Fig. 1: port wiring
Scale bar: 20 microns.
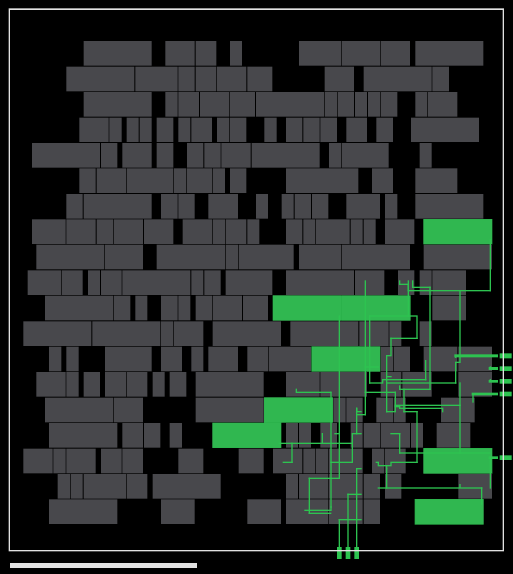
Fig. 2: signal wires by layer
Only two layers are drawn.
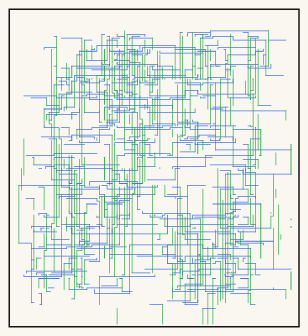
Fig. 3: wire density map
11 x 12 tiles, from dark blue (low) to red (high), scaled to the fullest tile. Values are wire area over tile area, all layers added.
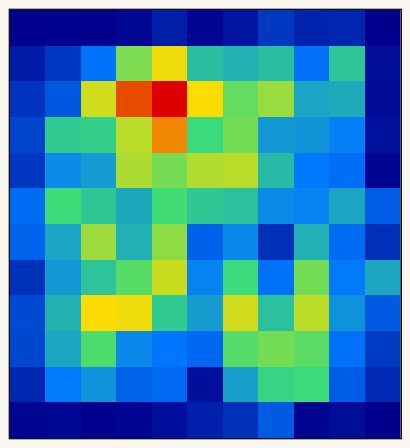
Fig. 4: sequential cells colored by netlist name
Scale bar: 20 microns. Other sequential cells in the stronger gray, the rest of the logic in the fainter gray.
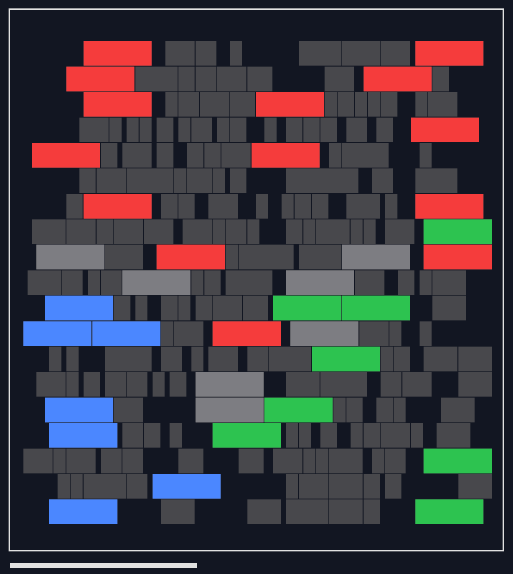
===== config.mk =====
export PLATFORM = sky130hd
export DESIGN_NAME = ir_rx_frontend
export DESIGN_NICKNAME = d
export VERILOG_FILES = /design/src/rtl/ir_rx_frontend.sv
export SDC_FILE = /design/constraint.sdc
export NUM_CORES = 1
export LEC_CHECK = 0
export ABC_AREA = 0
export CORE_ASPECT_RATIO = 1.1
export CORE_UTILIZATION = 61
export CTS_BUF_LIST = sky130_fd_sc_hd__clkbuf_8
export DETAILED_ROUTE_END_ITERATION = 12
export GPL_ROUTABILITY_DRIVEN = 0
export PLACE_DENSITY_LB_ADDON = 0.1
export SYNTH_ARGS = -nofsm -noshare
export SYNTH_HDL_FRONTEND = slang
export SYNTH_SLANG_ARGS = --single-unit

===== constraint.sdc =====
create_clock -name clk_1m -period 5 [get_ports clk_1m]
set_clock_uncertainty 0.2 [all_clocks]
set_input_delay 0.75 -clock clk_1m [delete_from_list [all_inputs] [get_ports clk_1m]]
set_output_delay 0.75 -clock clk_1m [all_outputs]
set_load 0.01 [all_outputs]

===== src/rtl/ir_rx_frontend.sv =====
`timescale 1ns/1ps
// ir_rx_frontend
// Input conditioning between the raw IR receiver pin and the NEC decoder.
// The pin is optionally inverted and then synchronised. Any new level must be
// observed for FILT consecutive synchronised samples before the filtered output
// follows it. A pulse that reverts earlier is discarded and counted as a glitch.
// Both directions see the same latency (SYNC_STAGES + FILT cycles), so the pulse
// widths seen by the decoder match the widths on the pin.
//
// Ports
//   clk_1m      in   1  1 MHz clock, sole clock domain
//   rst_n       in   1  synchronous active-low reset
//   ir_pin      in   1  raw receiver output, asynchronous, idle high
//   glitch_clr  in   1  synchronous clear of glitch_cnt (wins over an increment)
//   ir          out  1  filtered level, idle high
//   ir_rise     out  1  one-cycle strobe in the cycle ir goes 0->1
//   ir_fall     out  1  one-cycle strobe in the cycle ir goes 1->0
//   idle        out  1  high once ir has not toggled for IDLE cycles
//   glitch_cnt  out  8  rejected pulses, saturating at 255
module ir_rx_frontend #(
  parameter int unsigned SYNC_STAGES = 2,
  parameter int unsigned FILT        = 100,
  parameter int unsigned IDLE        = 12000,
  parameter int unsigned INVERT      = 0
) (
  input  logic       clk_1m,
  input  logic       rst_n,
  input  logic       ir_pin,
  input  logic       glitch_clr,
  output logic       ir,
  output logic       ir_rise,
  output logic       ir_fall,
  output logic       idle,
  output logic [7:0] glitch_cnt
);

  localparam int unsigned FW = $clog2(FILT + 1);
  localparam int unsigned IW = $clog2(IDLE + 1);
  localparam logic [FW-1:0] FILT_C = FW'(FILT);
  localparam logic [IW-1:0] IDLE_C = IW'(IDLE);

  typedef enum logic {
    ST_STABLE = 1'b0,
    ST_CHANGE = 1'b1
  } state_t;

  logic [SYNC_STAGES-1:0] sync_r;
  logic                   pin_s;
  logic                   samp_s;

  state_t                 state_r;
  state_t                 state_nxt_s;
  logic [FW-1:0]          filt_r;
  logic [FW-1:0]          filt_nxt_s;
  logic                   accept_s;
  logic                   glitch_s;

  logic                   ir_r;
  logic                   rise_r;
  logic                   fall_r;
  logic                   idle_r;
  logic [IW-1:0]          idle_cnt_r;
  logic [IW-1:0]          idle_cnt_nxt_s;
  logic [7:0]             glitch_cnt_r;
  logic [7:0]             glitch_cnt_nxt_s;

  assign pin_s  = (INVERT != 0) ? ~ir_pin : ir_pin;
  assign samp_s = sync_r[SYNC_STAGES-1];

  // Synchroniser chain; resets to the idle-high level of the receiver.
  always_ff @(posedge clk_1m) begin
    if (!rst_n) begin
      sync_r <= {SYNC_STAGES{1'b1}};
    end else begin
      sync_r <= {sync_r[SYNC_STAGES-2:0], pin_s};
    end
  end

  // Qualification FSM state and sample counter.
  always_ff @(posedge clk_1m) begin
    if (!rst_n) begin
      state_r <= ST_STABLE;
      filt_r  <= {FW{1'b0}};
    end else begin
      state_r <= state_nxt_s;
      filt_r  <= filt_nxt_s;
    end
  end

  // Next-state logic. filt_r counts how many consecutive synchronised samples
  // have differed from ir so far; the change is accepted on the FILT-th one.
  always_comb begin
    state_nxt_s = state_r;
    filt_nxt_s  = filt_r;
    accept_s    = 1'b0;
    glitch_s    = 1'b0;
    case (state_r)
      ST_STABLE: begin
        if (samp_s != ir_r) begin
          if (FILT_C == FW'(1)) begin
            accept_s = 1'b1;
          end else begin
            state_nxt_s = ST_CHANGE;
            filt_nxt_s  = FW'(1);
          end
        end else begin
          filt_nxt_s = {FW{1'b0}};
        end
      end
      ST_CHANGE: begin
        if (samp_s == ir_r) begin
          // Pulse reverted before it was qualified.
          glitch_s    = 1'b1;
          state_nxt_s = ST_STABLE;
          filt_nxt_s  = {FW{1'b0}};
        end else if (filt_r == (FILT_C - FW'(1))) begin
          accept_s    = 1'b1;
          state_nxt_s = ST_STABLE;
          filt_nxt_s  = {FW{1'b0}};
        end else begin
          filt_nxt_s = filt_r + FW'(1);
        end
      end
      default: begin
        state_nxt_s = ST_STABLE;
        filt_nxt_s  = {FW{1'b0}};
      end
    endcase
  end

  // Idle counter restarts on every accepted edge and saturates at IDLE.
  always_comb begin
    idle_cnt_nxt_s = idle_cnt_r;
    if (accept_s) begin
      idle_cnt_nxt_s = {IW{1'b0}};
    end else if (idle_cnt_r != IDLE_C) begin
      idle_cnt_nxt_s = idle_cnt_r + IW'(1);
    end else begin
      idle_cnt_nxt_s = idle_cnt_r;
    end
  end

  // Glitch counter: clear has priority, increments saturate at 255.
  always_comb begin
    glitch_cnt_nxt_s = glitch_cnt_r;
    if (glitch_clr) begin
      glitch_cnt_nxt_s = 8'd0;
    end else if (glitch_s && (glitch_cnt_r != 8'hFF)) begin
      glitch_cnt_nxt_s = glitch_cnt_r + 8'd1;
    end else begin
      glitch_cnt_nxt_s = glitch_cnt_r;
    end
  end

  // Registered outputs; the strobes and the idle drop coincide with the ir change.
  always_ff @(posedge clk_1m) begin
    if (!rst_n) begin
      ir_r         <= 1'b1;
      rise_r       <= 1'b0;
      fall_r       <= 1'b0;
      idle_cnt_r   <= IDLE_C;
      idle_r       <= 1'b1;
      glitch_cnt_r <= 8'd0;
    end else begin
      ir_r         <= accept_s ? samp_s : ir_r;
      rise_r       <= accept_s & samp_s;
      fall_r       <= accept_s & ~samp_s;
      idle_cnt_r   <= idle_cnt_nxt_s;
      idle_r       <= (idle_cnt_nxt_s == IDLE_C);
      glitch_cnt_r <= glitch_cnt_nxt_s;
    end
  end

  assign ir         = ir_r;
  assign ir_rise    = rise_r;
  assign ir_fall    = fall_r;
  assign idle       = idle_r;
  assign glitch_cnt = glitch_cnt_r;

endmodule


==> run notes <==
impl run done, here's what came out: Final Hold Vio Count 0, Setup crit end kind output pin, TNS Setup 0 ns, post-DR vias/cell 5.86, RSZ-0062 raised after global routing false, Crit Path Category flop to output pin, status finished, final reports clean, fin worst setup slack 2.73 ns, CP cell instances clkdlybuf4s50_1, count of final setup violators 0, postcts setup bufs 0, Die Height 57.7 microns, delay-heaviest family, CP buffers and inverters, Avg Cell Area, Syn 8.68 sq um, final hold slack 0.203 ns, total number of vias 1,448, slowest cell on the critical path clkdlybuf4s50_1, Tool Warnings 27, nets 224, CP arrival 1.32 ns, yosys stat cell total 198, post-cts sizing count 0, n_diodes 0, Routed WL per cell 14.3 microns, Net Switching 104 uW, slew margin rel. 64.7%, DR iter-0 viols 76, Worst EP required 4.05 ns, io pins 16, Initial Util 66.3%, Worst Tran Pin Value 0.528 ns, CTS root buf clkbuf_8, DP Wirelength 2500 microns, Yosys reg bits 36, synthesized instance count 198, EDFF count, synth 0, 1st-pass router iterations 4, fin crit share 45.5%, die area 3030 sq um, Synth async-reset ratio 0%, Routed WL 3520 microns, TritonCTS clock tree yes, first-pass GRT wire length 6040 microns, leakage dissipation 0.000703 uW, switching share of power 21.2%, Yosys chip area 1720 sq um, Cell Type Count 38, Crit path buffers/inverters 1, share of cells above drive strength 1 5.56%, Crit Path Max Fanout 6, Layout area overhead 14.5%, Pwr per Cell Area 248 nW/um^2, gr ovfl total 0, vias in the first global route 1,380, Final Critical Period 2.27 ns, maximum VDD drop 0.242 mV, Rows 19, worst min path class flop to flop, combinational share of power 2.0%, Tot Pwr 488 uW, cell area after synthesis 1720 sq um, Post-synth top flop dfxtp_1, Setup Slack @ Placement 2.62 ns, CORE AREA 2590 sq um, fraction of the yosys area taken by sequential cells 41.9%, CTS Buf Count 5, Pint 385 uW, Max clock buf depth 2
## Picture notes: Fig. 1
color	port	bits	direction	end cells	buffers	wire
green	glitch_cnt	8	output	8	8	277 microns

## Picture notes: Fig. 2
color	layer	wire length
blue	metal 1	1,490 microns
green	metal 2	1,780 microns

## Picture notes: Fig. 3
fullest tile	0.58
emptiest ninth of the die	upper right
mean over tiles	0.19

## Picture notes: Fig. 4
color	name in the netlist	flops
blue	filt_r	7
green	glitch_cnt	8
red	idle_cnt_r	14
not colored	7

==> power groups by stage <==
stage	clock network [uW]	registers, uW	logic [uW]
after global routing	207	289	10.8
after global placement	0	296	9.38
final	189	289	9.91
after detailed placement	0	296	9.71
after CTS	191	289	9.80
after floorplan	0	295	5.67
==> path summary, 6_finish.rpt <==
path                      start   endpoint  cells past startpoint
setup reg to reg  idle_cnt_r[1]       idle                      6
setup / recovery             ir         ir                      1
hold reg to reg       sync_r[0]  sync_r[1]                      1
hold / removal        sync_r[0]  sync_r[1]                      1
==> flip-flops by register name, summed over array words and instances, names as in the netlist <==
name        flops
sync_r          2
filt_r          7
state_r         1
ir_fall         1
glitch_cnt      8
idle_cnt_r     14
idle            1
ir_rise         1
ir              1
==> cells by family after synthesis <==
| family | count (synthesis) | synth area share (%) |
|---|---|---|
| and+or+nand+nor | 98 | 29.8 |
| DFF | 36 | 41.9 |
| xor gates and xnor gates | 25 | 12.7 |
| AOI/OAI and AO/OA | 20 | 8.15 |
| buffers and inverters | 12 | 2.77 |
| adders and majority gates | 4 | 2.91 |
| muxes | 3 | 1.75 |
==> synthesized netlist by cell type (2+ instances only) <==
cell type / n / area share [%]
xnor2_1: 13 / 6.6
dfxtp_1: 36 / 42
mux2i_1: 3 / 1.7
nor2_1: 27 / 5.9
buf_2: 2 / 0.58
ha_1: 4 / 2.9
nor3b_1: 2 / 0.87
o21ai_1: 5 / 1.5
nor3_1: 9 / 2.6
a21oi_1: 4 / 1.2
nand2b_1: 7 / 2.5
nand3_1: 18 / 5.2
nand2_1: 17 / 3.7
xor2_1: 12 / 6.1
o21ai_0: 2 / 0.58
inv_1: 8 / 1.7
nor4_1: 2 / 0.73
nand4_1: 3 / 1.1
and3_1: 4 / 1.5
or2_1: 2 / 0.73
==> layer usage <==
metal	up-vias	global-route usage [%]	wire length, microns
li1	709	-	-
met1	681	33.4	1490
met2	50	45.0	1780
met3	8	8.92	200
met4	0	9.77	55
met5	-	0	0
==> layout make-up <==
cell class	instances	area (sq um)
Clock buffer	5	68.8
Clock inverter	2	8.76
Fill cell	185	623
Inverter	8	30.0
Multi-Input combinational cell	150	951
Sequential cell	36	721
Tap cell	31	38.8
Timing Repair Buffer	15	150
==> per-stage QoR <==
| stage | cell area, sq um | utilization [%] | std cells |
|---|---|---|---|
| 6_report | 1970 | 76.0 | 247 |
| 3_5_place_dp | 1890 | 73.0 | 240 |
| 5_1_grt | 1970 | 76.0 | 247 |
| 3_3_place_gp | 1890 | 73.0 | 240 |
| 2_1_floorplan | 1720 | - | 198 |
| 4_1_cts | 1970 | 76.0 | 247 |
==> cells in the final DEF (no fill, tap or decap), types with 3 or more instances in the layout <==
| cell | count |
|---|---|
| dfxtp_1 | 36 |
| xor2_1 | 12 |
| a21oi_1 | 4 |
| xnor2_1 | 13 |
| mux2i_1 | 3 |
| clkdlybuf4s50_1 | 15 |
| nor2_1 | 27 |
| clkbuf_8 | 5 |
| nand3_1 | 18 |
| inv_1 | 9 |
| nand2_1 | 17 |
| nor3_1 | 9 |
| o21ai_1 | 5 |
| and3_1 | 4 |
| ha_1 | 4 |
| nand2b_1 | 7 |
| nand4_1 | 3 |
Power and IR drop assume default switching activity.
